File: src/rtl/seq_divider.sv
// Multi-cycle radix-2 restoring divider (SDIV/UDIV) returning quotient, remainder and ALU flags.
// Build option: define SEQ_DIV_REMAINDER_EN to drive the sign-corrected remainder; otherwise remainder is 0.
//
// state | meaning
// IDLE  | waiting for start; operands latched on acceptance
// PREP  | absolute values, result signs, divide-by-zero short cut
// RUN   | one restoring shift/subtract step per cycle, 32 steps
// FIX   | sign correction and output register load
// DONE  | one-cycle done pulse, then back to IDLE

module seq_divider (
   input  logic        clk,
   input  logic        reset,
   input  logic        start,
   input  logic        is_signed,
   input  logic [31:0] a,
   input  logic [31:0] b,
   output logic        busy,
   output logic        done,
   output logic [31:0] quotient,
   output logic [31:0] remainder,
   output logic [3:0]  ALUFlags,
   output logic        div_by_zero
);

   typedef enum logic [2:0] {
      S_IDLE,
      S_PREP,
      S_RUN,
      S_FIX,
      S_DONE
   } state_t;

   state_t      state, state_nxt;
   logic [31:0] dvd;
   logic [31:0] dvs;
   logic [31:0] rem;
   logic [4:0]  count;
   logic        sgn;
   logic        q_neg;
   logic        ovf;
   logic [31:0] q_out;
   logic [3:0]  flags;
   logic        dbz;

   logic [32:0] rem_sh;
   logic [32:0] diff;
   logic [31:0] dvd_abs;
   logic [31:0] dvs_abs;
   logic [31:0] q_fix;

   always_ff @(posedge clk or negedge reset) begin
      if (!reset) state <= S_IDLE;
      else        state <= state_nxt;
   end

   always_comb begin
      state_nxt = state;
      busy      = 1'b0;
      done      = 1'b0;
      case (state)
         S_IDLE: if (start) state_nxt = S_PREP;
         S_PREP: begin
            busy      = 1'b1;
            state_nxt = (dvs == 32'd0) ? S_DONE : S_RUN;
         end
         S_RUN: begin
            busy = 1'b1;
            if (count == 5'd31) state_nxt = S_FIX;
         end
         S_FIX: begin
            busy      = 1'b1;
            state_nxt = S_DONE;
         end
         S_DONE: begin
            done      = 1'b1;
            state_nxt = S_IDLE;
         end
         default: state_nxt = S_IDLE;
      endcase
   end

   always_comb begin
      rem_sh  = {rem, dvd[31]};
      diff    = rem_sh - {1'b0, dvs};
      dvd_abs = (sgn && dvd[31]) ? (32'd0 - dvd) : dvd;
      dvs_abs = (sgn && dvs[31]) ? (32'd0 - dvs) : dvs;
      q_fix   = q_neg ? (32'd0 - dvd) : dvd;
   end

`ifdef SEQ_DIV_REMAINDER_EN
   logic        r_neg;
   logic [31:0] rem_out;

   always_ff @(posedge clk or negedge reset) begin
      if (!reset) begin
         r_neg   <= 1'b0;
         rem_out <= 32'd0;
      end else if (state == S_PREP) begin
         r_neg <= sgn & dvd[31];
         if (dvs == 32'd0) rem_out <= 32'd0;
      end else if (state == S_FIX) begin
         rem_out <= r_neg ? (32'd0 - rem) : rem;
      end
   end

   assign remainder = rem_out;
`else
   assign remainder = 32'd0;
`endif

   always_ff @(posedge clk or negedge reset) begin
      if (!reset) begin
         dvd   <= 32'd0;
         dvs   <= 32'd0;
         rem   <= 32'd0;
         count <= 5'd0;
         sgn   <= 1'b0;
         q_neg <= 1'b0;
         ovf   <= 1'b0;
         q_out <= 32'd0;
         flags <= 4'd0;
         dbz   <= 1'b0;
      end else begin
         case (state)
            S_IDLE: if (start) begin
               dvd <= a;
               dvs <= b;
               sgn <= is_signed;
            end
            S_PREP: begin
               dvd   <= dvd_abs;
               dvs   <= dvs_abs;
               q_neg <= sgn & (dvd[31] ^ dvs[31]);
               ovf   <= sgn && (dvd == 32'h8000_0000) && (dvs == 32'hFFFF_FFFF);
               rem   <= 32'd0;
               count <= 5'd0;
               if (dvs == 32'd0) begin
                  q_out <= 32'd0;
                  flags <= 4'b0100;
                  dbz   <= 1'b1;
               end
            end
            S_RUN: begin
               // no borrow on the 33-bit trial subtract means the divisor fits
               rem   <= diff[32] ? rem_sh[31:0] : diff[31:0];
               dvd   <= {dvd[30:0], ~diff[32]};
               count <= count + 5'd1;
            end
            S_FIX: begin
               q_out <= q_fix;
               flags <= {q_fix[31], (q_fix == 32'd0), 1'b0, ovf};
               dbz   <= 1'b0;
            end
            default: ;
         endcase
      end
   end

   assign quotient    = q_out;
   assign ALUFlags    = flags;
   assign div_by_zero = dbz;

endmodule

File: config.mk
export PLATFORM = sky130hd
export DESIGN_NAME = seq_divider
export DESIGN_NICKNAME = d
export VERILOG_FILES = /design/src/rtl/seq_divider.sv
export SDC_FILE = /design/constraint.sdc
export NUM_CORES = 1
export LEC_CHECK = 0
export CORE_MARGIN = 2
export CORE_UTILIZATION = 45
export CTS_CLUSTER_SIZE = 40
export DETAILED_ROUTE_END_ITERATION = 7
export GPL_TIMING_DRIVEN = 0
export PLACE_DENSITY = 0.72
export SLEW_MARGIN = 30
export SYNTH_ARGS = -nofsm -noshare
export SYNTH_HDL_FRONTEND = slang
export SYNTH_SLANG_ARGS = --single-unit
File: constraint.sdc
create_clock -name clk -period 4.5 [get_ports clk]
set_input_delay 1.35 -clock clk [delete_from_list [all_inputs] [get_ports clk]]
set_output_delay 1.35 -clock clk [all_outputs]
set_load 0.02 [all_outputs]
Figure 1. Logic cells by family (run 1).
Scale bar: 50 um.
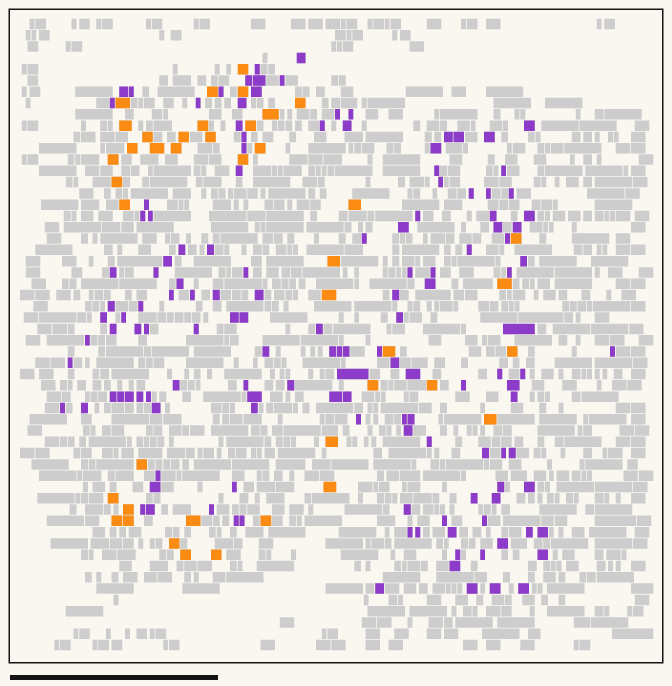
[nor cells] purple | cells: 141
[non-inverting ao/oa cells] orange | cells: 42
combinational fraction of the cell area: 0.490
final cell count without fillers: 1,799
most frequent standard cell in the layout excluding fill and tap cells: sky130_fd_sc_hd__nand2_1

Figure 2. Cell area per tile (run 1).
The die is cut into 16 by 16 equal tiles; dark blue is low, red is high, 0 to 100% covered.
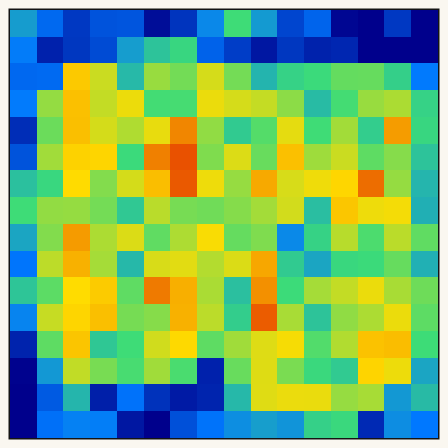
tiles over 75% full: 13%
densest ninth of the die: middle
mean over tiles: 50%
nearly empty tiles: 3.9%
fullest tile: 91%
final core utilization: 0.550
Placeable Area: 23,300 um2
floorplan utilization: 0.453

Figure 3. Clock network drawn from the DEF (run 1).
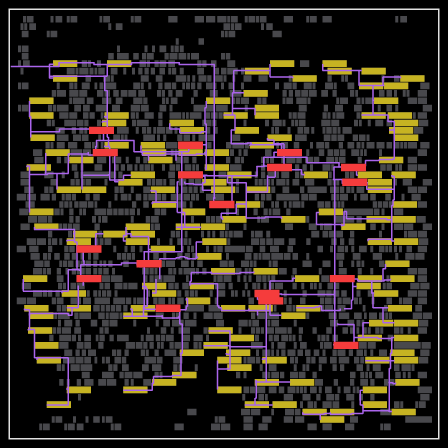
[flip-flops] yellow | count: 142
[clock drivers] red | count: 17
[clock wires] purple | length: 2,070 um
routed clock nets: 18
Clock Power: 1.46 mW
Clock power frac: 0.174
source-to-sink clock delay at the later pin of the worst-skew pair: 440 ps
Clock Skews: 12.2 ps

==> notes.md, run 1 <==
Implementation numbers.

- The cell depth of the worst hold path reads 2.
- In this run the core area contains 56 standard-cell rows.
- The wire length of the first global-routing pass reads 52,700 um.
- The violation count after the first detailed-routing iteration reads between 900 and 1,000.
- The fraction of final cell area spent on clock buffers and inverters in this run is 0.0467.
- The signal on the critical path passes through clkbuf_1 > inv_1 > ha_1 > inv_1 > fa_1 > a211oi_1 > o311a_1 > o21ai_1 > a41oi_2 > o31ai_2 > o21a_1 > o211ai_1 > clkbuf_4 > mux2i_1 > o21ai_0.
- The worst setup path category is reg2reg.
- The final-layout fill cell count is 2,204.
- The instance tally after logic synthesis is between 1,000 and 1,500.
- In this run the register-to-register setup slack is between 200 and 300 ps.
- The library cells used most frequently in the layout, excluding fill and tap cells, are sky130_fd_sc_hd__nand2_1, sky130_fd_sc_hd__dfrtp_1, sky130_fd_sc_hd__o21ai_0.
- The final worst-path setup slack reads 286 ps.
- The net switching share of the total power reads 0.482.
- The clock-pin transition on the worst setup and hold timing paths reads roughly 70 ps.
- The power report attributes to the sequential group a share of 0.256.
- The flow ran to the end, and the final reports show no timing, DRC or antenna violations.
- The library cell appearing most often on the critical path reads sky130_fd_sc_hd__inv_1.
- The yosys stat cell total is 1,309.
- The tally of unique sky130hd cells used after synthesis reads 75.
- For this run, global-route usage on met1 was measured as 0.369.
- The average instance area after synthesis reads 8.05 um2.
- The number of antenna diodes reads 0.
- The worst min-delay path endpoint reads div_by_zero.
- The area after detailed placement is roughly 12,000 um2.
- The number of synthesized flops with an enable pin reads 0.
- The critical path startpoint category is a register.
- The relative area of non-clock buffer cells in the final design reads 0.140.
Figure 4. Metal layers overlaid (run 1).
Scale bar: 50 um.
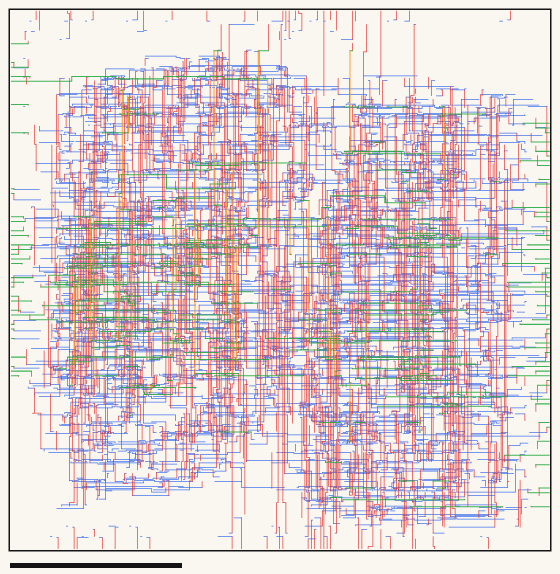

==> run 1 -> run 2 <==
Settings changed: CORE_UTILIZATION 45 to 50, PLACE_DENSITY 0.72 to 0.78.
Clock period 4.5 ns to 5 ns, I/O delays scaled along.
Figure 5. Metal layers overlaid (run 2).
Scale bar: 50 um.
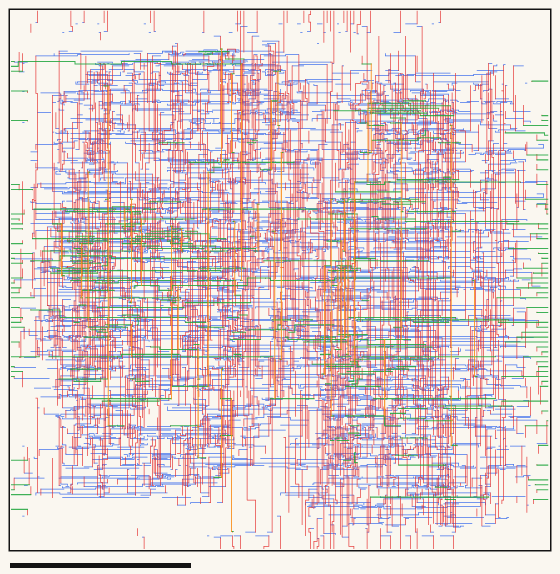
[metal 2] red | wire length: 15,600 um
[metal 1] blue | wire length: 13,600 um
[metal 3] green | wire length: 2,610 um
[metal 4] orange | wire length: 1,230 um
global-route total usage across every layer: 0.300
detailed-route wire length per cell: 18.9 um
vias: 10,558
WL final: 33,100 um

==> run 2 against run 1 <==
Compared with the run above:
- final cell count is 2.6% lower
- design area is 0.95% lower
- total power is 11% lower
- critical endpoint is now rem[13]
- wire length is 2.0% lower
- sequential power is about 10% lower
- sequential cell count stayed put
- combinational power is about 10% lower
==> notes.md, run 2 <==
Implementation numbers.

- The run finished with clean final reports.
- The worst setup path category is reg2reg.
- The final-layout fill cell count is 1,931.
- The cell depth of the worst hold path is 2.
- Detailed-route iteration 0 reported a violation count of a little over 900.
- The wire length of the first global-routing pass is 52,400 um.
- The worst min-delay path endpoint reads div_by_zero.
- The final cell utilization of the core is 0.607.
- Multi-input logic gates represent a cell area share of 0.494.
- The instance tally after logic synthesis reads 1,309.
- The global routing usage on met1 is 0.383.
- The clock skew after layout reads 9.75 ps.
- The number of synthesized flops with an enable pin is 0.
- For reference, the post-synthesis area per instance comes to between 8 and 9 um2.
- The clock-pin transition on the worst setup and hold timing paths is 60 ps.
- The yosys stat cell total reads 1,309.
- The worst setup path is launched from a register.
- The worst-case register-to-register setup slack is 390 ps.
- The power report attributes to the sequential group a share of 0.258.
- The tally of unique sky130hd cells used after synthesis reads 75.
- The area of the core reads approximately 21,000 um2.
- The area after detailed placement is 12,100 um2.
- The initial core utilization is 0.505.
- The layout report lists the non-clock buffer share of cell area as 0.139.
Figure 6. Clock network drawn from the DEF (run 2).
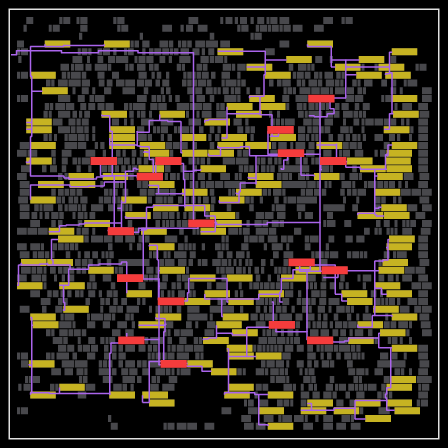
[clock drivers] red | count: 17
[flip-flops] yellow | count: 142
[clock wires] purple | length: 2,000 um
routed clock nets: 18
Clock Power: 1.26 mW
Clock power frac: 0.168
source-to-sink clock delay at the later pin of the worst-skew pair: 430 ps

Power and IR drop assume default switching activity.
